`src/rtl/btn_pkg.sv`:
```
// Shared types and default timing constants for the push-button debounce/repeat block.
// All tick-based values are in 10 ms tick_input periods.
package btn_pkg;

    typedef enum logic [1:0] {
        IDLE   = 2'd0,
        HELD   = 2'd1,
        REPEAT = 2'd2
    } btn_state_t;

    localparam int BTN_NUM          = 4;
    localparam int BTN_STABLE_TICKS = 3;
    localparam int BTN_REPEAT_DELAY = 30;
    localparam int BTN_REPEAT_RATE  = 8;

    function automatic int btn_max(input int a, input int b);
        return (a > b) ? a : b;
    endfunction

endpackage

```
`src/rtl/btn_channel.sv`:
```
// One button: tick-sampled debounce counter plus IDLE/HELD/REPEAT hold-to-repeat FSM.
// level/press are registered and only move on tick cycles; press self-clears every cycle.
module btn_channel
    import btn_pkg::*;
#(
    parameter int STABLE_TICKS = BTN_STABLE_TICKS,
    parameter int REPEAT_DELAY = BTN_REPEAT_DELAY,
    parameter int REPEAT_RATE  = BTN_REPEAT_RATE,
    parameter bit REPEAT_EN    = 1'b1
) (
    input  logic CLOCK_50,
    input  logic resetn,
    input  logic tick_input,
    input  logic pressed_sync,
    output logic level,
    output logic press
);

    localparam int SW   = (STABLE_TICKS > 1) ? $clog2(STABLE_TICKS) : 1;
    localparam int RMAX = btn_max(REPEAT_DELAY, REPEAT_RATE);
    localparam int RW   = (RMAX > 1) ? $clog2(RMAX + 1) : 1;

    localparam logic [SW-1:0] STAB_LAST  = SW'(STABLE_TICKS - 1);
    localparam logic [RW-1:0] DELAY_LAST = RW'(REPEAT_DELAY - 1);
    localparam logic [RW-1:0] RATE_LAST  = RW'(REPEAT_RATE - 1);
    localparam logic [RW-1:0] DELAY_SAT  = RW'(REPEAT_DELAY);

    btn_state_t    state_q, state_d;
    logic [SW-1:0] stab_q, stab_d;
    logic [RW-1:0] rep_q, rep_d;
    logic          level_d, press_d;
    logic          accept;

    always_ff @(posedge CLOCK_50 or negedge resetn) begin
        if (!resetn) begin
            state_q <= IDLE;
            stab_q  <= '0;
            rep_q   <= '0;
            level   <= 1'b0;
            press   <= 1'b0;
        end else begin
            state_q <= state_d;
            stab_q  <= stab_d;
            rep_q   <= rep_d;
            level   <= level_d;
            press   <= press_d;
        end
    end

    always_comb begin
        state_d = state_q;
        stab_d  = stab_q;
        rep_d   = rep_q;
        level_d = level;
        press_d = 1'b0;
        accept  = 1'b0;

        if (tick_input) begin
            // Debounce: streak of samples disagreeing with the accepted level
            if (pressed_sync == level) begin
                stab_d = '0;
            end else if (stab_q == STAB_LAST) begin
                accept = 1'b1;
                stab_d = '0;
            end else begin
                stab_d = stab_q + 1'b1;
            end

            case (state_q)
                IDLE: begin
                    if (accept) begin
                        level_d = 1'b1;
                        press_d = 1'b1;
                        rep_d   = '0;
                        state_d = HELD;
                    end
                end
                HELD: begin
                    // A release on the threshold tick wins: checked before the repeat
                    if (accept) begin
                        level_d = 1'b0;
                        rep_d   = '0;
                        state_d = IDLE;
                    end else if (REPEAT_EN) begin
                        if (rep_q == DELAY_LAST) begin
                            press_d = 1'b1;
                            rep_d   = '0;
                            state_d = REPEAT;
                        end else begin
                            rep_d = rep_q + 1'b1;
                        end
                    end else if (rep_q != DELAY_SAT) begin
                        // Non-repeating buttons just saturate so the counter never wraps
                        rep_d = rep_q + 1'b1;
                    end
                end
                REPEAT: begin
                    if (accept) begin
                        level_d = 1'b0;
                        rep_d   = '0;
                        state_d = IDLE;
                    end else if (rep_q == RATE_LAST) begin
                        press_d = 1'b1;
                        rep_d   = '0;
                    end else begin
                        rep_d = rep_q + 1'b1;
                    end
                end
                default: begin
                    level_d = 1'b0;
                    rep_d   = '0;
                    state_d = IDLE;
                end
            endcase
        end
    end

endmodule

```
`src/rtl/btn_debounce_repeat.sv`:
```
// Raw KEY pins -> 2-flop synchronizer -> per-button debounce and hold-to-repeat channels.
// Produces debounced level plus single-cycle press strobes for the game control FSM.
module btn_debounce_repeat
    import btn_pkg::*;
#(
    parameter int                 NUM_BTN      = BTN_NUM,
    parameter int                 STABLE_TICKS = BTN_STABLE_TICKS,
    parameter int                 REPEAT_DELAY = BTN_REPEAT_DELAY,
    parameter int                 REPEAT_RATE  = BTN_REPEAT_RATE,
    parameter logic [NUM_BTN-1:0] REPEAT_MASK  = NUM_BTN'(4'b0111)
) (
    input  logic               CLOCK_50,
    input  logic               resetn,
    input  logic               tick_input,
    input  logic [NUM_BTN-1:0] key_n,
    output logic [NUM_BTN-1:0] level,
    output logic [NUM_BTN-1:0] press
);

    if (STABLE_TICKS < 1) begin : g_bad_stable
        $error("STABLE_TICKS must be >= 1");
    end
    if (REPEAT_DELAY < 1) begin : g_bad_delay
        $error("REPEAT_DELAY must be >= 1");
    end
    if (REPEAT_RATE < 1) begin : g_bad_rate
        $error("REPEAT_RATE must be >= 1");
    end

    logic [1:0][NUM_BTN-1:0] sync_pipe;
    logic [NUM_BTN-1:0]      pressed_sync;

    // Reset to all-released so a key held through reset must re-qualify
    always_ff @(posedge CLOCK_50 or negedge resetn) begin
        if (!resetn) begin
            sync_pipe <= '1;
        end else begin
            sync_pipe <= {sync_pipe[0], key_n};
        end
    end

    assign pressed_sync = ~sync_pipe[1];

    for (genvar i = 0; i < NUM_BTN; i++) begin : g_ch
        btn_channel #(
            .STABLE_TICKS(STABLE_TICKS),
            .REPEAT_DELAY(REPEAT_DELAY),
            .REPEAT_RATE (REPEAT_RATE),
            .REPEAT_EN   (REPEAT_MASK[i])
        ) u_ch (
            .CLOCK_50    (CLOCK_50),
            .resetn      (resetn),
            .tick_input  (tick_input),
            .pressed_sync(pressed_sync[i]),
            .level       (level[i]),
            .press       (press[i])
        );
    end

endmodule

```
`config.mk`:
```
export PLATFORM = sky130hd
export DESIGN_NAME = btn_debounce_repeat
export DESIGN_NICKNAME = d
export VERILOG_FILES = /design/src/rtl/btn_pkg.sv /design/src/rtl/btn_channel.sv /design/src/rtl/btn_debounce_repeat.sv
export SDC_FILE = /design/constraint.sdc
export NUM_CORES = 1
export LEC_CHECK = 0
export ABC_AREA = 1
export CELL_PAD_IN_SITES_DETAIL_PLACEMENT = 0
export CELL_PAD_IN_SITES_GLOBAL_PLACEMENT = 1
export CORE_UTILIZATION = 51
export CTS_BUF_LIST = sky130_fd_sc_hd__clkbuf_4
export DETAILED_ROUTE_END_ITERATION = 7
export GPL_ROUTABILITY_DRIVEN = 0
export PLACE_DENSITY = 0.94
export SLEW_MARGIN = 25
export SYNTH_ARGS = -nofsm -noshare
export SYNTH_HDL_FRONTEND = slang
export SYNTH_SLANG_ARGS = --single-unit
```
`constraint.sdc`:
```
create_clock -name CLOCK_50 -period 2.93 [get_ports CLOCK_50]
set_clock_uncertainty 0.2 [all_clocks]
set_input_delay 0.586 -clock CLOCK_50 [delete_from_list [all_inputs] [get_ports CLOCK_50]]
set_output_delay 0.586 -clock CLOCK_50 [all_outputs]
set_load 0.05 [all_outputs]
```
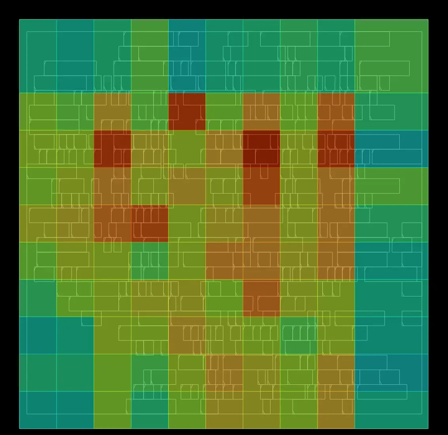
(congestion heat map)
met3 layer usage reported by global route: 0.03307
post-DR wirelength/cell: 11.56 µm
Total Routing Usage GR: 0.1972
global routing usage on met1: 0.2508
post-layout utilization of the core: 0.5825

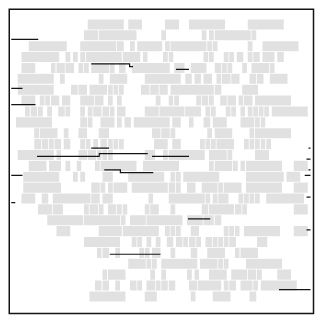
(M3 wires)
(4 px per µm)
longest straight run: 15.4 µm
wire length on this layer: 115 µm
nets with wire on the layer: 16
share of all routed wire: 2.4%
main direction: horizontal
Final Routed Wirelength: 4831 µm
overall via count from detail_route: 2071

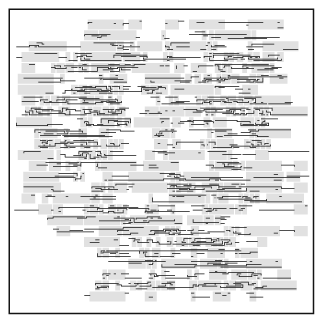
(metal 1)
(4 px per µm)
longest straight run: 33.6 µm
share of all routed wire: 49%
wire length on this layer: 2370 µm
main direction: horizontal
nets with wire on the layer: 335

==> ci_impl_report.md <==
### Yosys + OpenROAD results

| Metric | Value |
|---|---|
| Power of the clock network | `roughly 0.38 mW` |
| Sequential cell count of the final layout | `around 45` |
| Run status | `completed` |
| Most common cell after layout, fill and taps aside | `sky130_fd_sc_hd__nand2_1` |
| Seq share, synth | `0.4103` |
| Largest register FFs | `15` |
| Number of hold buffers added after CTS | `1` |
| Basic Gates by Area | `0.3181` |
| Clock Latency Late Sink | `~0.36 ns` |
| Layout multi-input combinational cell count | `approximately 220` |
| Class of the tightest hold or removal check | `flip-flop to flip-flop` |
| Power share of the clock group | `0.165` |
| Register bit count reported by yosys | `about 45` |
| Post-CTS setup repair buffer count | `0` |
| Largest registers in the final layout | `g_ch.u_ch.rep_q (15), g_ch.u_ch.stab_q (8), sync_pipe (8)` |
| Crit Reg-Reg Endpoint | `g_ch[0].u_ch.rep_q[4]$_DFFE_PN0P_` |
| Critical path endpoint category | `primary output` |
| Internal power summed over all cells | `1.311 mW` |
| RSZ-0062 raised after global routing | `false` |
| Required @ worst endpoint | `approximately 2.1 ns` |
| Number of placed I/O pins | `15` |
| Beginning of the critical path | `g_ch[3].u_ch.level$_DFFE_PN0P_` |
| Count of maximum capacitance violations | `0` |
| CTS Buf Count | `5` |
| Switching portion of total power | `0.4374` |
| Beginning of the worst hold path | `sync_pipe[3]$_DFF_PN1_` |
| Chip area in the Yosys report | `approximately 2800 µm²` |
| Proportion of layout cells with a drive suffix above 1 | `0.1523` |
| Category of the most critical setup path | `flip-flop to primary output` |
| Clk slew on worst S/H paths | `between 0.1 and 0.15 ns` |
| Avg Synthesized Cell Area | `8.315 µm²` |
| Largest net degree at the start of global routing | `31` |
| Max frequency | `roughly 420 MHz` |
| Yosys warning tally | `0` |
| Hold WS | `0.1637 ns` |
| Synthesized instance count | `333` |
| Diodes inserted | `0` |
| Pwr per Cell Area | `a little under 800 nW/µm²` |
| Yosys Instances | `~330` |
| Path length in cells of the critical path | `1` |
| Fin. max-slew vios | `0` |
| Post-Place Cell Area | `2924 µm²` |
| Heaviest power group | `combinational cells` |
| R2r startpoint | `g_ch[0].u_ch.state_q[1]$_DFFE_PN0P_` |
| Iteration tally of the first detailed-router pass | `4` |
| Switching power total | `roughly 1.0 mW` |
| Non-clock inverter instance count of the final layout | `between 50 and 60` |
| Share of flip-flops with an asynchronous set or reset | `1.000` |
| Pleak | `1.529 nW` |
| Area of all placed cells without fillers | `3013 µm²` |
| XORs/XNORs by Area | `0.009489` |
| Count of distinct cell types in the synthesized netlist | `29` |
| Comb pwr | `between 1 and 1.5 mW` |
| Wire length of the first global-routing pass | `8638 µm` |
| Portion of total power attributed to combinational logic | `0.461` |
| Drc violations | `0` |
| Highest metal layer with signal wires | `met4` |
| GRT Residual Overflow | `0` |
| Number of global-route vias before repair | `about 2000` |
| Clock tree from TritonCTS | `done` |
| Initial antenna violation count | `0` |
| Well tap count | `70` |
| Worst hold path cell count | `0` |
| Number of DRC violations after detailed-routing iteration 0 | `just over 80` |
| Core Area | `a little over 5000 µm²` |
| Cell type with the largest total area after synthesis | `sky130_fd_sc_hd__dfrtp_1` |
| Synth Area in Adders | `0.09038` |
| Sequential fraction of total cell area | `0.3771` |
| Cell type of the slowest stage on the worst timing path | `sky130_fd_sc_hd__clkdlybuf4s50_1` |
| Top logic family | `simple AND/OR/NAND/NOR gates` |
| # fillers | `482` |
| Most common cell in the synthesized netlist | `sky130_fd_sc_hd__nand2_1` |
| Reg2Reg Setup Slack | `approximately 1.2 ns` |
| Fin crit period | `approximately 2.4 ns` |
| Final nets | `roughly 370` |
| Top cell category | `combinational gates` |
| Count of buffer and inverter cells on the critical path | `1` |
| Root buffer cell | `sky130_fd_sc_hd__clkbuf_4` |
| List of most frequent post-synthesis cells | `77 x sky130_fd_sc_hd__nand2_1, 52 x sky130_fd_sc_hd__inv_1, 37 x sky130_fd_sc_hd__dfrtp_1, 31 x sky130_fd_sc_hd__nand3_1, 27 x sky130_fd_sc_hd__nor2_1` |
| Compound Share, Synth | `0.04654` |
| Number of endpoints with negative hold slack in the final report | `0` |
| Final std cells w/o fill | `between 400 and 500` |
| Number of nets with antenna violations after detailed routing | `0` |
| Footprint of the multi-input gates | `approximately 1300 µm²` |
| Area Overhead vs Synth | `8.812%` |
| Comb/total area | `0.4402` |
| Post-Place Cells | `409` |
| Data arrival time of the critical path | `about 1.6 ns` |
| Clock buffer count | `6` |
| CTS max path bufs | `2` |
| Buffers outside the clock class | `17` |
| Place WS | `between 0.8 and 0.9 ns` |
| Family of cells with the greatest summed delay on the critical path | `buffers and inverters` |
| Clock network area share | `0.02616` |
| Cell count of the worst reg-to-reg path | `10` |
| Detail Route met2 WL | `approximately 2300 µm` |
| Area share of the largest cell type after synthesis | `0.3344` |
| Post-synth top flop | `sky130_fd_sc_hd__dfrtp_1` |
| Number of warnings the tools reported | `roughly 40` |
| Sum of internal, switching and leakage power | `between 2 and 2.5 mW` |
| Met1 wire length | `2366 µm` |
| Peak per-stage delay on the critical path | `0.83 ns` |
| Sequential power | `between 0.8 and 0.9 mW` |
| Slew HR | `0.6656` |
| Floorplan core density | `0.5353` |
| Met3 wire length | `114 µm` |
| Highest-utilization routing layer at the global route stage | `met2` |
| Post-Syn Nets | `360` |
| Post-synth tally of flip-flops with integrated enable | `0` |
| Flip-flop and latch area | `between 1000 and 1500 µm²` |
| CTS sink count | `~45` |
| Leading cell types in the layout, fill and taps excluded | `77 x sky130_fd_sc_hd__nand2_1, 52 x sky130_fd_sc_hd__inv_1, 37 x sky130_fd_sc_hd__dfrtp_1` |
| Synth Cell Area | `roughly 2800 µm²` |
| # resized after CTS | `0` |
| Clock H-tree levels | `2` |
| Total Negative Setup Slacks | `0 ns` |
| Final Cycle Share | `0.8191` |
| Signal buffers share of area | `0.05316` |
| Startpoint class of the critical path | `flip-flop` |
| Worst Tran Pin Value | `~0.5 ns` |
| Final worst-path setup slack | `around 0.53 ns` |
| Hold Crit Endpoint | `sync_pipe[7]$_DFF_PN1_` |
| Peak VDD IR | `around 390 µV` |
| Multiplexer share | `0.01446` |
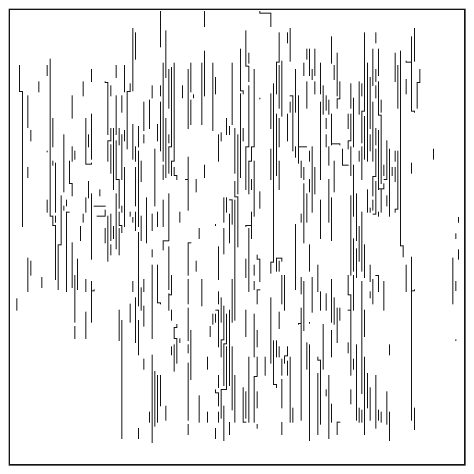
(metal 2)
(6 px per µm)
nets with wire on the layer: 278
main direction: vertical
longest straight run: 32.5 µm
wire length on this layer: 2280 µm
routing usage on met2: 0.3383

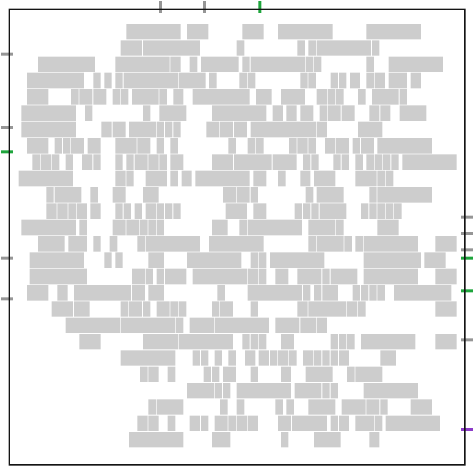
(pin placement)
(6 px per µm) Pins as bars across the die edge, other pins in grey.
[level] green | pins: 4 | direction: output | edge: 2 right, 1 top, 1 left
[resetn] purple | pins: 1 | direction: input | edge: right
all pins by edge: 7 right, 5 left, 3 top
die span in x: 75.69 µm
vertical die size: 75.69 µm
count of buffers from port buffering: 14

No activity file was given, so power comes from the tool's default toggle rates.
